[src/rtl/pmem_burst_adaptor.sv]
// Line-to-burst adaptor: turns 256-bit L2 line fill/writeback requests into BEATS-beat memory bursts.
// Optional ADAPTOR_PERF_CNT_EN adds saturating completed read/write transfer counters.
module pmem_burst_adaptor #(
  parameter int BEATS  = 4,
  parameter int BEAT_W = 64,
  parameter int ADDR_W = 32
) (
  input  logic                    clk,
  input  logic                    rst,
  input  logic                    line_read,
  input  logic                    line_write,
  input  logic [ADDR_W-1:0]       line_address,
  input  logic [BEATS*BEAT_W-1:0] line_wdata,
  output logic [BEATS*BEAT_W-1:0] line_rdata,
  output logic                    line_resp,
  output logic                    burst_read,
  output logic                    burst_write,
  output logic [ADDR_W-1:0]       burst_address,
  output logic [BEAT_W-1:0]       burst_wdata,
  input  logic [BEAT_W-1:0]       burst_rdata,
  input  logic                    burst_resp,
  output logic [31:0]             rd_bursts,
  output logic [31:0]             wr_bursts
);
  localparam int LINE_W = BEATS * BEAT_W;
  localparam int OFF_W  = $clog2(LINE_W / 8);
  localparam int CNT_W  = (BEATS > 1) ? $clog2(BEATS) : 1;
  localparam logic [CNT_W-1:0]  LAST_BEAT = CNT_W'(BEATS - 1);
  localparam logic [ADDR_W-1:0] OFF_MASK  = ADDR_W'((64'd1 << OFF_W) - 64'd1);

  typedef enum logic [1:0] {S_IDLE, S_RD, S_WR, S_DONE} state_t;

  state_t             r_state;
  state_t             w_state_nxt;
  logic [CNT_W-1:0]   r_beat_cnt;
  logic [ADDR_W-1:0]  r_addr;
  logic [LINE_W-1:0]  r_wline;
  logic [LINE_W-1:0]  r_rdata;
  logic               w_beat_take;
  logic               w_req;

  assign w_req = line_read | line_write;

  always_ff @(posedge clk or negedge rst) begin
    if (!rst) begin
      r_state <= S_IDLE;
    end else begin
      r_state <= w_state_nxt;
    end
  end

  always_comb begin
    w_state_nxt   = r_state;
    burst_read    = 1'b0;
    burst_write   = 1'b0;
    line_resp     = 1'b0;
    w_beat_take   = 1'b0;
    burst_address = '0;
    burst_wdata   = '0;
    case (r_state)
      S_IDLE: begin
        // A simultaneous read is left for the L2 to re-issue after the writeback.
        if (line_write) begin
          w_state_nxt = S_WR;
        end else if (line_read) begin
          w_state_nxt = S_RD;
        end
      end
      S_RD: begin
        burst_read    = 1'b1;
        burst_address = r_addr;
        w_beat_take   = burst_resp;
        if (burst_resp && (r_beat_cnt == LAST_BEAT)) begin
          w_state_nxt = S_DONE;
        end
      end
      S_WR: begin
        burst_write   = 1'b1;
        burst_address = r_addr;
        burst_wdata   = r_wline[BEAT_W*r_beat_cnt +: BEAT_W];
        w_beat_take   = burst_resp;
        if (burst_resp && (r_beat_cnt == LAST_BEAT)) begin
          w_state_nxt = S_DONE;
        end
      end
      S_DONE: begin
        line_resp   = 1'b1;
        w_state_nxt = S_IDLE;
      end
      default: w_state_nxt = S_IDLE;
    endcase
  end

  always_ff @(posedge clk or negedge rst) begin
    if (!rst) begin
      r_beat_cnt <= '0;
      r_addr     <= '0;
      r_wline    <= '0;
      r_rdata    <= '0;
    end else begin
      if ((r_state == S_IDLE) && w_req) begin
        r_addr     <= line_address & ~OFF_MASK;
        r_wline    <= line_wdata;
        r_beat_cnt <= '0;
      end
      if (w_beat_take) begin
        if (r_state == S_RD) begin
          r_rdata[BEAT_W*r_beat_cnt +: BEAT_W] <= burst_rdata;
        end
        r_beat_cnt <= (r_beat_cnt == LAST_BEAT) ? '0 : r_beat_cnt + 1'b1;
      end
    end
  end

  assign line_rdata = r_rdata;

`ifdef ADAPTOR_PERF_CNT_EN
  logic        r_is_wr;
  logic [31:0] r_rd_bursts;
  logic [31:0] r_wr_bursts;

  always_ff @(posedge clk or negedge rst) begin
    if (!rst) begin
      r_is_wr     <= 1'b0;
      r_rd_bursts <= '0;
      r_wr_bursts <= '0;
    end else begin
      if ((r_state == S_IDLE) && w_req) begin
        r_is_wr <= line_write;
      end
      if (r_state == S_DONE) begin
        if (r_is_wr && (r_wr_bursts != 32'hFFFF_FFFF)) begin
          r_wr_bursts <= r_wr_bursts + 32'd1;
        end else if (!r_is_wr && (r_rd_bursts != 32'hFFFF_FFFF)) begin
          r_rd_bursts <= r_rd_bursts + 32'd1;
        end
      end
    end
  end

  assign rd_bursts = r_rd_bursts;
  assign wr_bursts = r_wr_bursts;
`else
  assign rd_bursts = 32'h0;
  assign wr_bursts = 32'h0;
`endif

endmodule

[config.mk]
export PLATFORM = sky130hd
export DESIGN_NAME = pmem_burst_adaptor
export DESIGN_NICKNAME = d
export VERILOG_FILES = /design/src/rtl/pmem_burst_adaptor.sv
export SDC_FILE = /design/constraint.sdc
export NUM_CORES = 1
export LEC_CHECK = 0
export CORE_AREA = 2 2 304 306
export CTS_BUF_LIST = sky130_fd_sc_hd__clkbuf_8
export DETAILED_ROUTE_END_ITERATION = 8
export DIE_AREA = 0 0 306 308
export GPL_ROUTABILITY_DRIVEN = 0
export GPL_TIMING_DRIVEN = 0
export SLEW_MARGIN = 20
export SYNTH_ARGS = -nofsm -noshare
export SYNTH_HDL_FRONTEND = slang
export SYNTH_SLANG_ARGS = --single-unit
export TNS_END_PERCENT = 5
[constraint.sdc]
create_clock -name clk -period 3.4 [get_ports clk]
set_clock_uncertainty 0.05 [all_clocks]
set_input_delay 0.85 -clock clk [delete_from_list [all_inputs] [get_ports clk]]
set_output_delay 0.85 -clock clk [all_outputs]
set_load 0.02 [all_outputs]
Figure 1. Wire density map.
Scale: 1 px per um. The die is cut into 31 by 31 equal tiles; dark blue is low, red is high, scaled to the fullest tile. Values are wire area over tile area, all layers added.
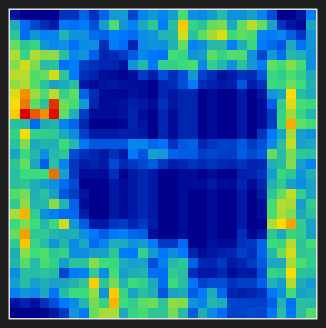
10% of the tiles are nearly empty. The mean over all tiles is 0.15. 14% of the tiles are over half the peak. The fullest tile reaches 0.55.

Figure 2. Pin map.
Scale: 1.5 px per um. Pins as bars across the die edge, other pins in gray.
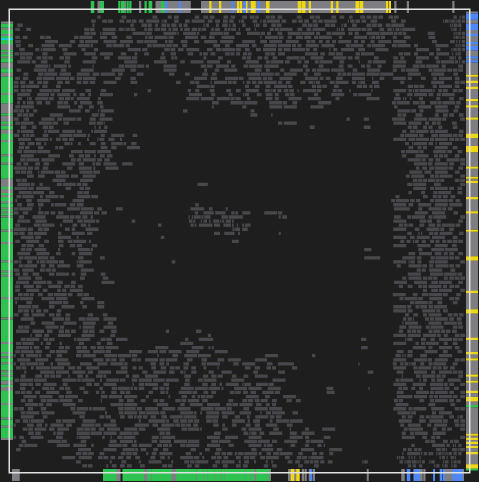
Green is line_wdata, pins 256, direction input, edge 144 left, 96 bottom, 14 top, 2 right. Yellow is burst_rdata, pins 64, direction input, edge 37 right, 23 top, 4 bottom. Cyan is burst_write, pins 1, direction output, edge left. Blue is rd_bursts, pins 32, direction output, edge 15 bottom, 12 right, 5 top.
All pins by edge: 225 right, 205 left, 180 top, 166 bottom.

==> summary.log <==
[route] met2 wire len 41380 um
[global_routing] antenna violations before repair 16
[cts] CTS tree built
[critical_path] FF-to-FF End line_rdata[80]
[finish] Signal inverters 4
[floorplan] area inside the core boundary 90970 um2
[synthesis] top cells by count sky130_fd_sc_hd__dfrtp_1 (543), sky130_fd_sc_hd__mux2_2 (283), sky130_fd_sc_hd__a22o_1 (256)
[timing] final critical-path share of the clock period 98.99%
[critical_path] category of the worst setup path launch point register
[synthesis] part of the Yosys area used for sequential elements 60.01%
[synthesis] Yosys warning count 0
[floorplan] Die Ht 308 um
[route] number of remaining DRC errors 0
[synthesis] post-synthesis cell type with the largest instance count sky130_fd_sc_hd__dfrtp_1
[run] number of warnings the tools reported 42
[synthesis] post-synthesis chip area from yosys 22640 um2
[cts] CTS Buffer Depth 3
[finish] final standard cell utilization of the core 37.24%
[critical_path] critical setup path kind reg -> out
[timing] minimum hold slack 395.1 ps
[route] Final ANT Viol Nets 0
[timing] Max Transition Viols Final 0
[synthesis] Unique masters post-synth 30
[timing] setup repair after global routing missed its margin yes
[finish] logic share of the area 24.05%
[worst_hold_path] HP Class in -> reg
[cts] number of buffers inserted during clock tree synthesis 97
[run_status] run status complete, no violations
[timing] final worst slack 34.32 ps
[critical_path] reg2reg start r_beat_cnt[1]
[critical_path] Crit path required time 2500 ps
[power] worst vdd ir 0.0004220 V
[synthesis] post-synthesis cell area 22640 um2
[finish] multi-input combinational gate total 804
[timing] final setup violating endpoints 0
[synthesis] number of enable flip-flop cells 0
[placed_design] cell area after placement 31560 um2
Figure 3. Congestion heat map.
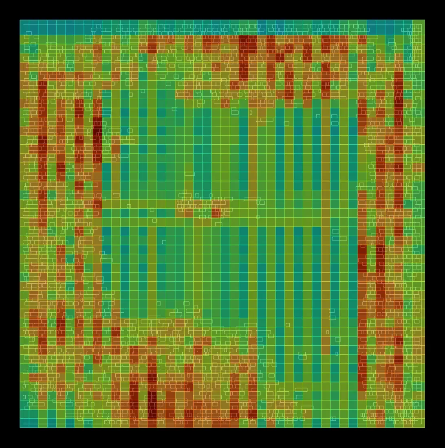
GR Util met1: 18.91%
met2 Use GR: 29.59%
Total Routing Usage GR: 17.32%

Figure 4. Signal wires on met3.
Scale: 1.5 px per um. Cells faint in the background.
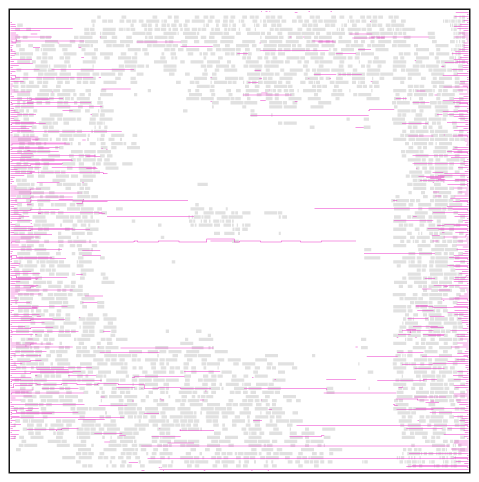
The longest straight run is 213 um. The layer carries 8220 um of wire.
met3 Track Usage GR: 7.188%
overall via count from detail_route: 16390
final WL: 83370 um

[worst max-delay path by stage]
stage,from,endpoint,slack [ps],depth (start not counted)
global route,r_beat_cnt[0],burst_wdata[1],-100,5
floorplan,r_state[0],burst_wdata[10],990,5
detailed placement,r_state[0],burst_wdata[6],-620,6
CTS,r_beat_cnt[0],burst_wdata[57],-110,6
finish,r_beat_cnt[0],burst_wdata[1],30,5
global placement,rst,line_rdata[224],-22510,1
[worst max-delay path, cell delays in order, from the launching register on]
cell and delay (ps):
sky130_fd_sc_hd__dfrtp_2 410, sky130_fd_sc_hd__buf_12 180, sky130_fd_sc_hd__buf_16 160, sky130_fd_sc_hd__mux4_2 510, sky130_fd_sc_hd__and2_1 180, sky130_fd_sc_hd__clkdlybuf4s15_2 270
[cells by family (layout without fill, tap and decap cells)]
group                      count (synthesis)  after routing  share of synthesized area (%)
buffers and inverters                    181           1069                          5.426
other                                      1             76                        0.01656
AOI/OAI and AO/OA                        260            260                          10.01
and+or+nand+nor                          114            114                          3.360
muxes                                    350            350                          20.57
DFF                                      543            543                          60.01
adders and majority gates                 11             11                         0.6078
[timing repair]
item | CTS | global route
pin swaps | 9 | 1
gates resized | 430 | 19
endpoints found under the setup margin | 114 | 55
cloned | 4 | 0
buffers inserted | 8 | 0
hold buffers | 1 | 0
hold endpoints to repair | 50 | 0
[state kept, by name (all words and copies together) (netlist names)]
register,count
r_addr,27
r_beat_cnt,2
r_wline,256
r_state,2
line_rdata,256
[where the power goes]
group | internal (uW) | switching [uW] | total [uW] | leakage, uW
registers | 8990 | 1420 | 10400 | 0.00692
clock network | 3470 | 2830 | 6300 | 0.00115
logic | 6950 | 5870 | 12800 | 0.00689
total | 19400 | 10100 | 29500 | 0.0150
Power figures rest on the tool's default switching activity, not on a simulated workload.
